### config.mk
export PLATFORM = sky130hd
export DESIGN_NAME = load_store_unit_flat
export DESIGN_NICKNAME = d
export VERILOG_FILES = /design/src/rtl/load_store_unit_if.sv /design/src/rtl/load_store_unit.sv /design/src/flat_wrapper.sv
export SDC_FILE = /design/constraint.sdc
export NUM_CORES = 1
export LEC_CHECK = 0
export ABC_AREA = 1
export CAP_MARGIN = 30
export CORE_MARGIN = 1
export CORE_UTILIZATION = 23
export DETAILED_ROUTE_END_ITERATION = 8
export PLACE_DENSITY = 0.45
export SLEW_MARGIN = 20
export SYNTH_ARGS = -nofsm -noshare
export SYNTH_HDL_FRONTEND = slang
export SYNTH_SLANG_ARGS = --single-unit
### constraint.sdc
create_clock -name CLK -period 2.5 [get_ports CLK]
set_input_delay 0.25 -clock CLK [delete_from_list [all_inputs] [get_ports CLK]]
set_output_delay 0.25 -clock CLK [all_outputs]
set_load 0.05 [all_outputs]
### src/rtl/load_store_unit_if.sv
// Request, memory and response signal bundle
// for the load/store unit.
interface load_store_unit_if #(
  parameter int ADDR_WIDTH = 32
);
  logic                  req_valid;
  logic                  req_ready;
  logic                  req_store;
  logic [2:0]            req_funct3;
  logic [ADDR_WIDTH-1:0] req_addr;
  logic [31:0]           req_wdata;
  logic [ADDR_WIDTH-3:0] mem_addr;
  logic                  mem_rstrb;
  logic [3:0]            mem_wmask;
  logic [31:0]           mem_wdata;
  logic [31:0]           mem_rdata;
  logic                  mem_busy;
  logic                  resp_valid;
  logic                  resp_ready;
  logic [31:0]           resp_rdata;
  logic                  resp_error;

  modport slave (
    input  req_valid, req_store, req_funct3,
    input  req_addr, req_wdata,
    input  mem_rdata, mem_busy, resp_ready,
    output req_ready, mem_addr, mem_rstrb,
    output mem_wmask, mem_wdata,
    output resp_valid, resp_rdata, resp_error
  );

  modport master (
    output req_valid, req_store, req_funct3,
    output req_addr, req_wdata,
    output mem_rdata, mem_busy, resp_ready,
    input  req_ready, mem_addr, mem_rstrb,
    input  mem_wmask, mem_wdata,
    input  resp_valid, resp_rdata, resp_error
  );
endinterface

### src/rtl/load_store_unit.sv
// Memory-access stage: aligns stores into byte lanes,
// extracts and extends loads, flags bad accesses.
module load_store_unit #(
  parameter int ADDR_WIDTH = 32
) (
  input  logic CLK,
  input  logic RESET,
  load_store_unit_if.slave bus
);
  typedef enum logic [2:0] {
    IDLE, WRITE, READ, WAIT, RESP
  } state_t;

  state_t                state;
  logic                  req_ready_q;
  logic                  rstrb_q;
  logic [3:0]            wmask_q;
  logic [31:0]           wdata_q;
  logic [ADDR_WIDTH-3:0] maddr_q;
  logic                  rvalid_q;
  logic [31:0]           rdata_q;
  logic                  rerr_q;
  logic [2:0]            lat_f3;
  logic [1:0]            lat_off;

  logic        bad;
  logic        misal;
  logic [3:0]  wm_n;
  logic [31:0] wd_n;
  logic [2:0]  f3;
  logic [1:0]  off;

  assign f3  = bus.req_funct3;
  assign off = bus.req_addr[1:0];

  always_comb begin
    if (bus.req_store)
      bad = f3 > 3'd2;
    else
      bad = (f3 == 3'd3) || (f3[2:1] == 2'b11);
    wm_n  = 4'b1111;
    wd_n  = bus.req_wdata;
    misal = 1'b0;
    unique case (1'b1)
      (f3[1:0] == 2'd0): begin
        wm_n = 4'b0001 << off;
        wd_n = {4{bus.req_wdata[7:0]}};
      end
      (f3[1:0] == 2'd1): begin
        wm_n  = off[1] ? 4'b1100 : 4'b0011;
        wd_n  = {2{bus.req_wdata[15:0]}};
        misal = off[0];
      end
      default: misal = off != 2'd0;
    endcase
  end

  logic [15:0] half;
  logic [7:0]  byt;
  logic [31:0] ext;

  always_comb begin
    half = lat_off[1] ? bus.mem_rdata[31:16]
                      : bus.mem_rdata[15:0];
    byt  = lat_off[0] ? half[15:8] : half[7:0];
    unique case (1'b1)
      (lat_f3 == 3'd0): ext = {{24{byt[7]}}, byt};
      (lat_f3 == 3'd1): ext = {{16{half[15]}}, half};
      (lat_f3 == 3'd4): ext = {24'd0, byt};
      (lat_f3 == 3'd5): ext = {16'd0, half};
      default:          ext = bus.mem_rdata;
    endcase
  end

  always_ff @(posedge CLK) begin
    if (RESET) begin
      state       <= IDLE;
      req_ready_q <= 1'b1;
      rstrb_q     <= 1'b0;
      wmask_q     <= 4'd0;
      wdata_q     <= 32'd0;
      maddr_q     <= '0;
      rvalid_q    <= 1'b0;
      rdata_q     <= 32'd0;
      rerr_q      <= 1'b0;
      lat_f3      <= 3'd0;
      lat_off     <= 2'd0;
    end else begin
      unique case (state)
        IDLE: if (bus.req_valid) begin
          req_ready_q <= 1'b0;
          lat_f3      <= f3;
          lat_off     <= off;
          maddr_q     <= bus.req_addr[ADDR_WIDTH-1:2];
          wdata_q     <= wd_n;
          rdata_q     <= 32'd0;
          if (bad || misal) begin
            rerr_q   <= 1'b1;
            rvalid_q <= 1'b1;
            state    <= RESP;
          end else if (bus.req_store) begin
            wmask_q <= wm_n;
            state   <= WRITE;
          end else begin
            rstrb_q <= 1'b1;
            state   <= READ;
          end
        end
        WRITE: if (!bus.mem_busy) begin
          wmask_q  <= 4'd0;
          rvalid_q <= 1'b1;
          state    <= RESP;
        end
        READ: if (!bus.mem_busy) begin
          rstrb_q <= 1'b0;
          state   <= WAIT;
        end
        WAIT: if (!bus.mem_busy) begin
          rdata_q  <= ext;
          rvalid_q <= 1'b1;
          state    <= RESP;
        end
        RESP: if (bus.resp_ready) begin
          rvalid_q    <= 1'b0;
          rerr_q      <= 1'b0;
          rdata_q     <= 32'd0;
          req_ready_q <= 1'b1;
          state       <= IDLE;
        end
        default: state <= IDLE;
      endcase
    end
  end

  assign bus.req_ready  = req_ready_q;
  assign bus.mem_addr   = maddr_q;
  assign bus.mem_rstrb  = rstrb_q;
  assign bus.mem_wmask  = wmask_q;
  assign bus.mem_wdata  = wdata_q;
  assign bus.resp_valid = rvalid_q;
  assign bus.resp_rdata = rdata_q;
  assign bus.resp_error = rerr_q;
endmodule
### src/flat_wrapper.sv
// flat-port wrapper written by rule: the top's interface ports become plain ports
module load_store_unit_flat 
#(
  parameter int ADDR_WIDTH = 32
)
  (CLK, RESET, bus_req_valid, bus_req_store, bus_req_funct3, bus_req_addr, bus_req_wdata, bus_mem_rdata, bus_mem_busy, bus_resp_ready, bus_req_ready, bus_mem_addr, bus_mem_rstrb, bus_mem_wmask, bus_mem_wdata, bus_resp_valid, bus_resp_rdata, bus_resp_error);
  load_store_unit_if #(.ADDR_WIDTH(ADDR_WIDTH)) bus_i ();
  input  logic CLK;
  input  logic RESET;
  input wire logic [$bits(bus_i.req_valid)-1:0] bus_req_valid;
  input wire logic [$bits(bus_i.req_store)-1:0] bus_req_store;
  input wire logic [$bits(bus_i.req_funct3)-1:0] bus_req_funct3;
  input wire logic [$bits(bus_i.req_addr)-1:0] bus_req_addr;
  input wire logic [$bits(bus_i.req_wdata)-1:0] bus_req_wdata;
  input wire logic [$bits(bus_i.mem_rdata)-1:0] bus_mem_rdata;
  input wire logic [$bits(bus_i.mem_busy)-1:0] bus_mem_busy;
  input wire logic [$bits(bus_i.resp_ready)-1:0] bus_resp_ready;
  output wire logic [$bits(bus_i.req_ready)-1:0] bus_req_ready;
  output wire logic [$bits(bus_i.mem_addr)-1:0] bus_mem_addr;
  output wire logic [$bits(bus_i.mem_rstrb)-1:0] bus_mem_rstrb;
  output wire logic [$bits(bus_i.mem_wmask)-1:0] bus_mem_wmask;
  output wire logic [$bits(bus_i.mem_wdata)-1:0] bus_mem_wdata;
  output wire logic [$bits(bus_i.resp_valid)-1:0] bus_resp_valid;
  output wire logic [$bits(bus_i.resp_rdata)-1:0] bus_resp_rdata;
  output wire logic [$bits(bus_i.resp_error)-1:0] bus_resp_error;
  assign bus_i.req_valid = bus_req_valid;
  assign bus_i.req_store = bus_req_store;
  assign bus_i.req_funct3 = bus_req_funct3;
  assign bus_i.req_addr = bus_req_addr;
  assign bus_i.req_wdata = bus_req_wdata;
  assign bus_i.mem_rdata = bus_mem_rdata;
  assign bus_i.mem_busy = bus_mem_busy;
  assign bus_i.resp_ready = bus_resp_ready;
  assign bus_req_ready = bus_i.req_ready;
  assign bus_mem_addr = bus_i.mem_addr;
  assign bus_mem_rstrb = bus_i.mem_rstrb;
  assign bus_mem_wmask = bus_i.mem_wmask;
  assign bus_mem_wdata = bus_i.mem_wdata;
  assign bus_resp_valid = bus_i.resp_valid;
  assign bus_resp_rdata = bus_i.resp_rdata;
  assign bus_resp_error = bus_i.resp_error;
  load_store_unit #(.ADDR_WIDTH(ADDR_WIDTH)) u_core (.CLK(CLK), .RESET(RESET), .bus(bus_i));
endmodule
==> reports/metrics.cfg, run 1 <==
[power]
power.total_uw = 7831

[global_route]
grt-ovfl-total = 0
grt_use_met3 = 0.07394

[critical_path]
crit_path_max_fanout = 2
critPathMaxStageDelay_ns = 0.86
crit_required_ns = 2.25
critical_path.endpoint = bus_mem_wdata[26]
top_family_by_delay_on_critical_path = buffers and inverters
regToRegStartpoint = u_core.state[1]$_SDFFE_PP0P_

[timing]
min_period_ns = 1.803
final-max-slew-violation-count = 0
whs_ns = 0.4599
final.setup_skew_ns = 0.009309
grt_setup_unrepaired = no
fmax_ghz = 0.5548
report.final.hold_viol_count = 0
timing.max_slew.rel_slack = 0.5226
tightest_slew_ns = 0.7161

[yosys]
synth.net_count = 831
asyncSetResetFlopFracSynth = 0
synthTopCellsByCount = sky130_fd_sc_hd__nand2_1 (132), sky130_fd_sc_hd__nor2_1 (115), sky130_fd_sc_hd__dfxtp_1 (110), sky130_fd_sc_hd__a21oi_1 (95), sky130_fd_sc_hd__o21ai_0 (69)
ys.warnings.count = 0
top_area_frac = 0.4350
cell_types_with_the_largest_area_share_after_synthesis = sky130_fd_sc_hd__dfxtp_1 (43%), sky130_fd_sc_hd__nand2_1 (9.8%), sky130_fd_sc_hd__a21oi_1 (9.4%), sky130_fd_sc_hd__nor2_1 (8.5%), sky130_fd_sc_hd__o21ai_0 (6.8%)
post_synth_num_cell_types = 28
yosys-stat-area_mm2 = 0.005062

[floorplan]
std_cell_rows = 53
die-width_um = 150.4
chip_area_mm2 = 0.02261
initial_core_util = 0.2378

[clocking]
cts.sink_count = 110
post_cts_resize_count = 0
clock_tree_from_tritoncts = built
cts_setup_buffers = 0
cts.htree.levels = 3

[hold_path]
timing.hold.worst.start = u_core.bus.resp_error$_SDFFE_PP0P_
hold_path_depth = 2

[outcome]
run_status = completed

[place]
dpl-instance-area_mm2 = 0.007350
placed_cells = 1171
detailed_placer_s_ending_hpwl_mm = 13.22

[route]
detailroute.wirelength.met2_mm = 8.287
wl_met1_mm = 8.553

[layout]
fill_cells = 2309
layout.cell_area.non_filler_mm2 = 0.007621

-- run 1: power breakdown --
part           switching, uW  leakage [uW]  internal [uW]
registers                223      0.000902           2150
clock network            716      0.000128            680
logic                   2770       0.00194           1290
-- run 1: logic make-up after synthesis --
kind of cell           after synthesis  synth area share
buffers and inverters               92           0.08181
flip-flops                         110            0.4350
AND-OR/OR-AND                      190            0.1958
AND/OR/NAND/NOR                    334            0.2874
-- run 1: placed cells by master (no fill, tap or decap), types with 3 or more instances in the layout --
cell and n:
sky130_fd_sc_hd__nor2_4 3, sky130_fd_sc_hd__inv_1 37, sky130_fd_sc_hd__a21oi_1 95, sky130_fd_sc_hd__buf_12 3, sky130_fd_sc_hd__clkbuf_16 9, sky130_fd_sc_hd__dfxtp_1 110
sky130_fd_sc_hd__o21ai_1 4, sky130_fd_sc_hd__buf_4 11, sky130_fd_sc_hd__o211ai_1 7, sky130_fd_sc_hd__clkdlybuf4s50_1 205, sky130_fd_sc_hd__nand4_1 34, sky130_fd_sc_hd__o22ai_1 6
sky130_fd_sc_hd__nand3_1 42, sky130_fd_sc_hd__inv_2 4, sky130_fd_sc_hd__o21ai_0 69, sky130_fd_sc_hd__nor2_1 115, sky130_fd_sc_hd__nand2_1 132, sky130_fd_sc_hd__a31oi_1 7
-- run 1: final cells by class --
cell class | instances | area (um^2) | share of cell area
Timing Repair Buffer | 220 | 2200 | 0.2886
Clock buffer | 9 | 225.2 | 0.02955
Multi-Input combinational cell | 524 | 2446 | 0.3210
Clock inverter | 6 | 46.29 | 0.006075
Tap cell | 275 | 344.1 | 0.04515
Sequential cell | 110 | 2202 | 0.2890
Inverter | 42 | 157.7 | 0.02069
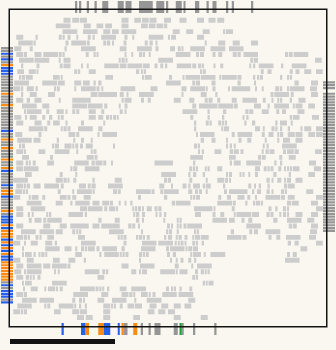
(run_1/pinout.png)
Bar = 50 um. Pins as bars across the die edge, other pins in gray.
[orange] bus_req_addr | pins: 32 | direction: input | edge: 24 left, 8 bottom
[green] bus_resp_error | pins: 1 | direction: output | edge: bottom
[blue] bus_mem_addr | pins: 30 | direction: output | edge: 23 left, 7 bottom
all pins by edge: 90 left, 52 right, 37 top, 28 bottom
PortBufs: 206
chip height: 150.4 um

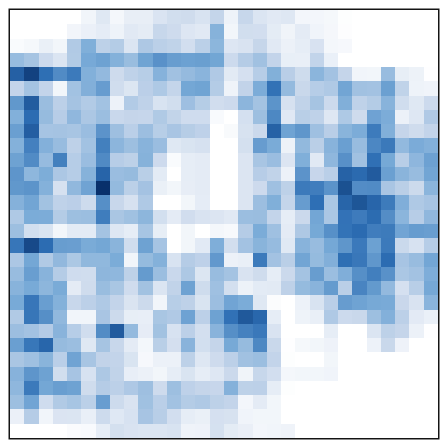
(run_1/route_heat.png)
30 x 30 tiles, from white (low) to dark blue (high), scaled to the fullest tile. Values are wire area over tile area, all layers added.
densest ninth of the die: right middle
tiles over half the peak: 17%
nearly empty tiles: 15%
emptiest ninth of the die: bottom right
mean over tiles: 0.14
routed length per instance: 16.09 um
drt total wl: 19.08 mm
Vias: 5538
global router's overall resource usage: 0.1707

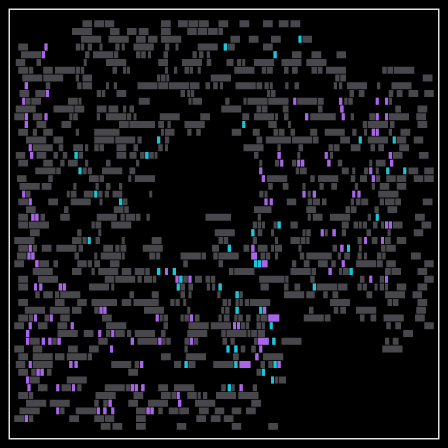
(run_1/gates.png)
[cyan] inv cells | cells: 42
[purple] nor cells | cells: 120 | where: spread over the die
final standard cell count with taps included and fillers excluded: 1186
highest-count logic cell in the final layout: sky130_fd_sc_hd__clkdlybuf4s50_1
multi-input gate share of the layout cell area: 0.3210

==> run_1/clock_nets.png <==
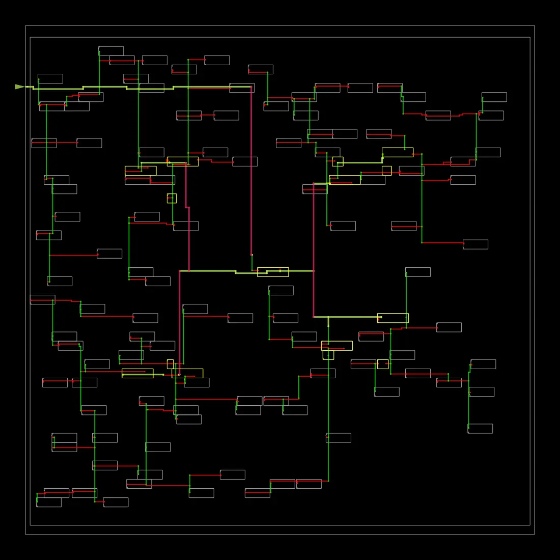

==> inputs of run 2 (changes only) <==
- PLACE_DENSITY: 0.45 -> 0.47
- clock period: 2.5 -> 1.65 ns (I/O delays scaled with it)
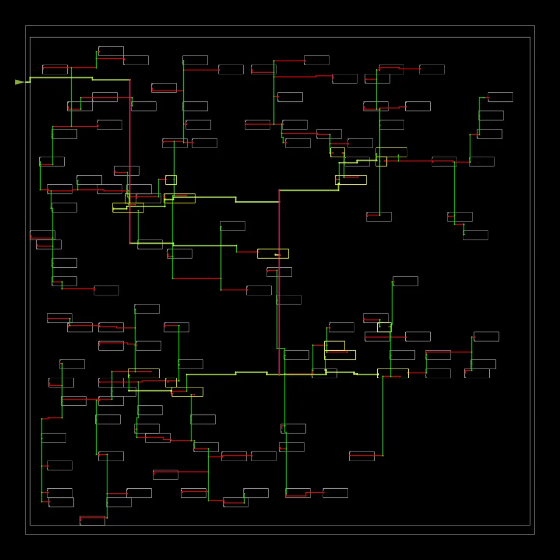
(run_2/clock_nets.png)
power drawn by the clock network: 2220 uW
Clock Latency Late Sink: 0.36 ns
clock net sink count: 110

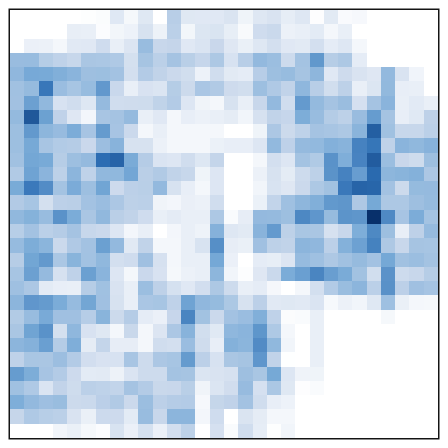
(run_2/route_heat.png)
30 x 30 tiles, from white (low) to dark blue (high), scaled to the fullest tile. Values are wire area over tile area, all layers added.
drt total wl: 19.03 mm
Vias: 5562
global router's overall resource usage: 0.1709

==> run 2 against run 1 <==
  * Cell count rose by 2.4%
  * Worst hold slack got worse by 0.16 ns
  * Design area grew 1.1%
  * Critical path depth up 7
  * Utilization increased by 0.38 points
  * Sequential share of layout area down 0.30 points
  * Global-route usage about the same
  * Worst setup slack got worse by 0.52 ns
  * First-iteration DRC count did not move
  * Combinational power rose by 53%
  * Power grew 53%
  * Critical endpoint is now u_core.bus.resp_rdata[18]$_SDFFE_PP0P_
  * Highest routed layer unchanged
==> reports/metrics.cfg, run 2 <==
[layout]
final_cell_mix = sky130_fd_sc_hd__nand2_1 (132), sky130_fd_sc_hd__nor2_1 (115), sky130_fd_sc_hd__buf_4 (115)
seq-cell-share = 0.2859  ; -0.003005
clkCellAreaFrac = 0.03818  ; +0.002554
layout_top_cell = sky130_fd_sc_hd__nand2_1
inverters = 42  ; unchanged
fill_cells = 2281  ; -1.2%
layout.comb_gates.multi_input = 524  ; unchanged
multi_input_comb_area_mm2 = 0.002446  ; unchanged
layout.clock_buffers = 10  ; +1
instances_no_fill = 1215  ; +2.4%
ff_count = 110  ; unchanged
area_dominant_class = multi-input combinational cells
sh_comb_area = 0.3176  ; -0.003338
layout.buffer.nonclock.area_share = 0.2931  ; +0.004472

[floorplan]
initial_core_util = 0.2378  ; unchanged
chip_area_mm2 = 0.02261  ; unchanged
floorplan.tapcells = 275  ; unchanged
die-width_um = 150.4  ; unchanged

[outcome]
run_status = completed

[timing]
final-max-slew-violation-count = 0  ; unchanged
whs_ns = 0.3003  ; -0.1596 ns
min_period_over_period = 0.8940
final.setup_skew_ns = 0.01122  ; +0.001906 ns
timing.max_slew.rel_slack = 0.6549  ; +0.1323
min_period_ns = 1.475
grt_setup_unrepaired = no
tightest_slew_ns = 0.5198  ; -0.1963 ns
report.final.hold_viol_count = 0  ; unchanged
fmax_ghz = 0.6779

[critical_path]
crit_path_max_fanout = 37  ; +35
crit_required_ns = 1.94  ; -0.31 ns
critical_path.endpoint = u_core.bus.resp_rdata[18]$_SDFFE_PP0P_
top_family_by_delay_on_critical_path = buffers and inverters
regToRegStartpoint = u_core.state[0]$_SDFFE_PP0P_
critPathMaxStageDelay_ns = 0.41  ; -0.45 ns

[power]
total_switching_power_uw = 5722  ; +54%
power.clock.fraction = 0.185  ; +0.007
power-top-group = combinational logic
power.sequential.total_uw = 3600  ; +52%
seq_power_share = 0.300  ; -0.003
power.combinational.total_uw = 6200  ; +53%
internal_power_uw = 6296  ; +53%
combinationalPowerShare = 0.516  ; -0.002
power.total_uw = 12020  ; +53%

[place]
detailed_placer_s_ending_hpwl_mm = 13.90  ; +5.2%
placed_cells = 1199  ; +2.4%
buffer_ports.inserted = 206  ; unchanged

[route]
route.detailed.wl_per_inst_um = 15.66  ; -2.7%

[hold_path]
timing.hold.worst.start = RESET
hold_path_depth = 3  ; +1

[clocking]
cts_setup_buffers = 0  ; unchanged
clock_tree_from_tritoncts = built
cts.htree.levels = 3  ; unchanged

[yosys]
cell_types_with_the_largest_area_share_after_synthesis = sky130_fd_sc_hd__dfxtp_1 (43%), sky130_fd_sc_hd__nand2_1 (9.8%), sky130_fd_sc_hd__a21oi_1 (9.4%), sky130_fd_sc_hd__nor2_1 (8.5%), sky130_fd_sc_hd__o21ai_0 (6.8%)
post_synth_num_cell_types = 28  ; unchanged
synth.net_count = 831  ; unchanged
asyncSetResetFlopFracSynth = 0  ; unchanged
yosys-stat-area_mm2 = 0.005062  ; unchanged
synthTopCellsByCount = sky130_fd_sc_hd__nand2_1 (132), sky130_fd_sc_hd__nor2_1 (115), sky130_fd_sc_hd__dfxtp_1 (110), sky130_fd_sc_hd__a21oi_1 (95), sky130_fd_sc_hd__o21ai_0 (69)

[global_route]
grt-ovfl-total = 0  ; unchanged

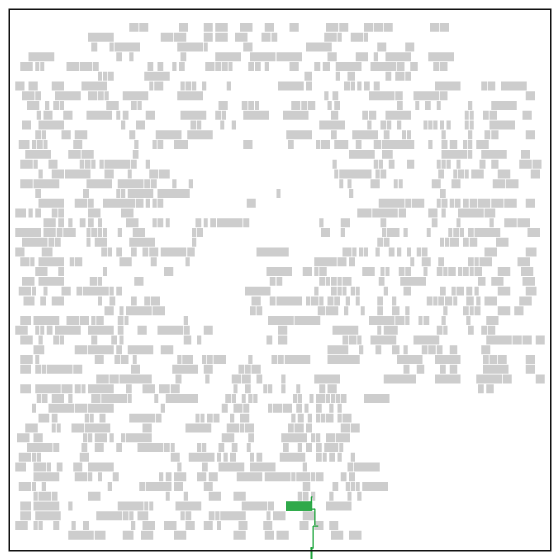
(run_2/port_trees.png)
[green] bus_resp_error | direction: output | end cells: 1 | buffers: 1 | wire: 15.3 um
IO Pins: 207

run 2: netlist changes by cell type in the layout (fill, tap and decap cells not counted):
cell / change
sky130_fd_sc_hd__buf_12: +6
sky130_fd_sc_hd__buf_4: +104
sky130_fd_sc_hd__buf_6: +1
sky130_fd_sc_hd__clkbuf_1: +1
sky130_fd_sc_hd__clkdlybuf4s50_1: -102
sky130_fd_sc_hd__clkinv_2: -1
sky130_fd_sc_hd__clkinv_4: +1
sky130_fd_sc_hd__clkinv_8: +1
sky130_fd_sc_hd__clkinvlp_4: -2
sky130_fd_sc_hd__dlygate4sd2_1: +19
sky130_fd_sc_hd__inv_6: -1
sky130_fd_sc_hd__inv_8: +2
run 2: per-layer routing:
metal,up-vias,global-route usage,wire (um)
met5,-,0,0
met4,0,0.03232,151
met3,8,0.07394,2014
met2,191,0.2765,8725
met1,2504,0.2101,8134
li1,2859,-,-
run 2: worst min-delay path by stage:
stage / end / slack [ns]
6_report: u_core.bus.mem_wdata[19]$_SDFFE_PP0P_ / 0.30
5_1_grt: u_core.bus.mem_wdata[5]$_SDFFE_PP0P_ / 0.31
4_1_cts: u_core.bus.mem_wdata[21]$_SDFFE_PP0P_ / 0.30
3_5_place_dp: u_core.bus.resp_error$_SDFFE_PP0P_ / 0.45
3_3_place_gp: u_core.bus.resp_error$_SDFFE_PP0P_ / 0.44
2_1_floorplan: u_core.bus.mem_addr[19]$_SDFFE_PP0P_ / 0.30
run 2: logic make-up after synthesis:
logic type	Yosys count	share of synthesized area
AND-OR/OR-AND	190	0.1958
AND/OR/NAND/NOR	334	0.2874
buffers and inverters	92	0.08181
flip-flops	110	0.4350
run 2: what timing repair did:
action	in CTS	in global routing
gates cloned	0	0
resized	19	1
endpoints found under the setup margin	19	4
No activity file was given, so power comes from the tool's default toggle rates.
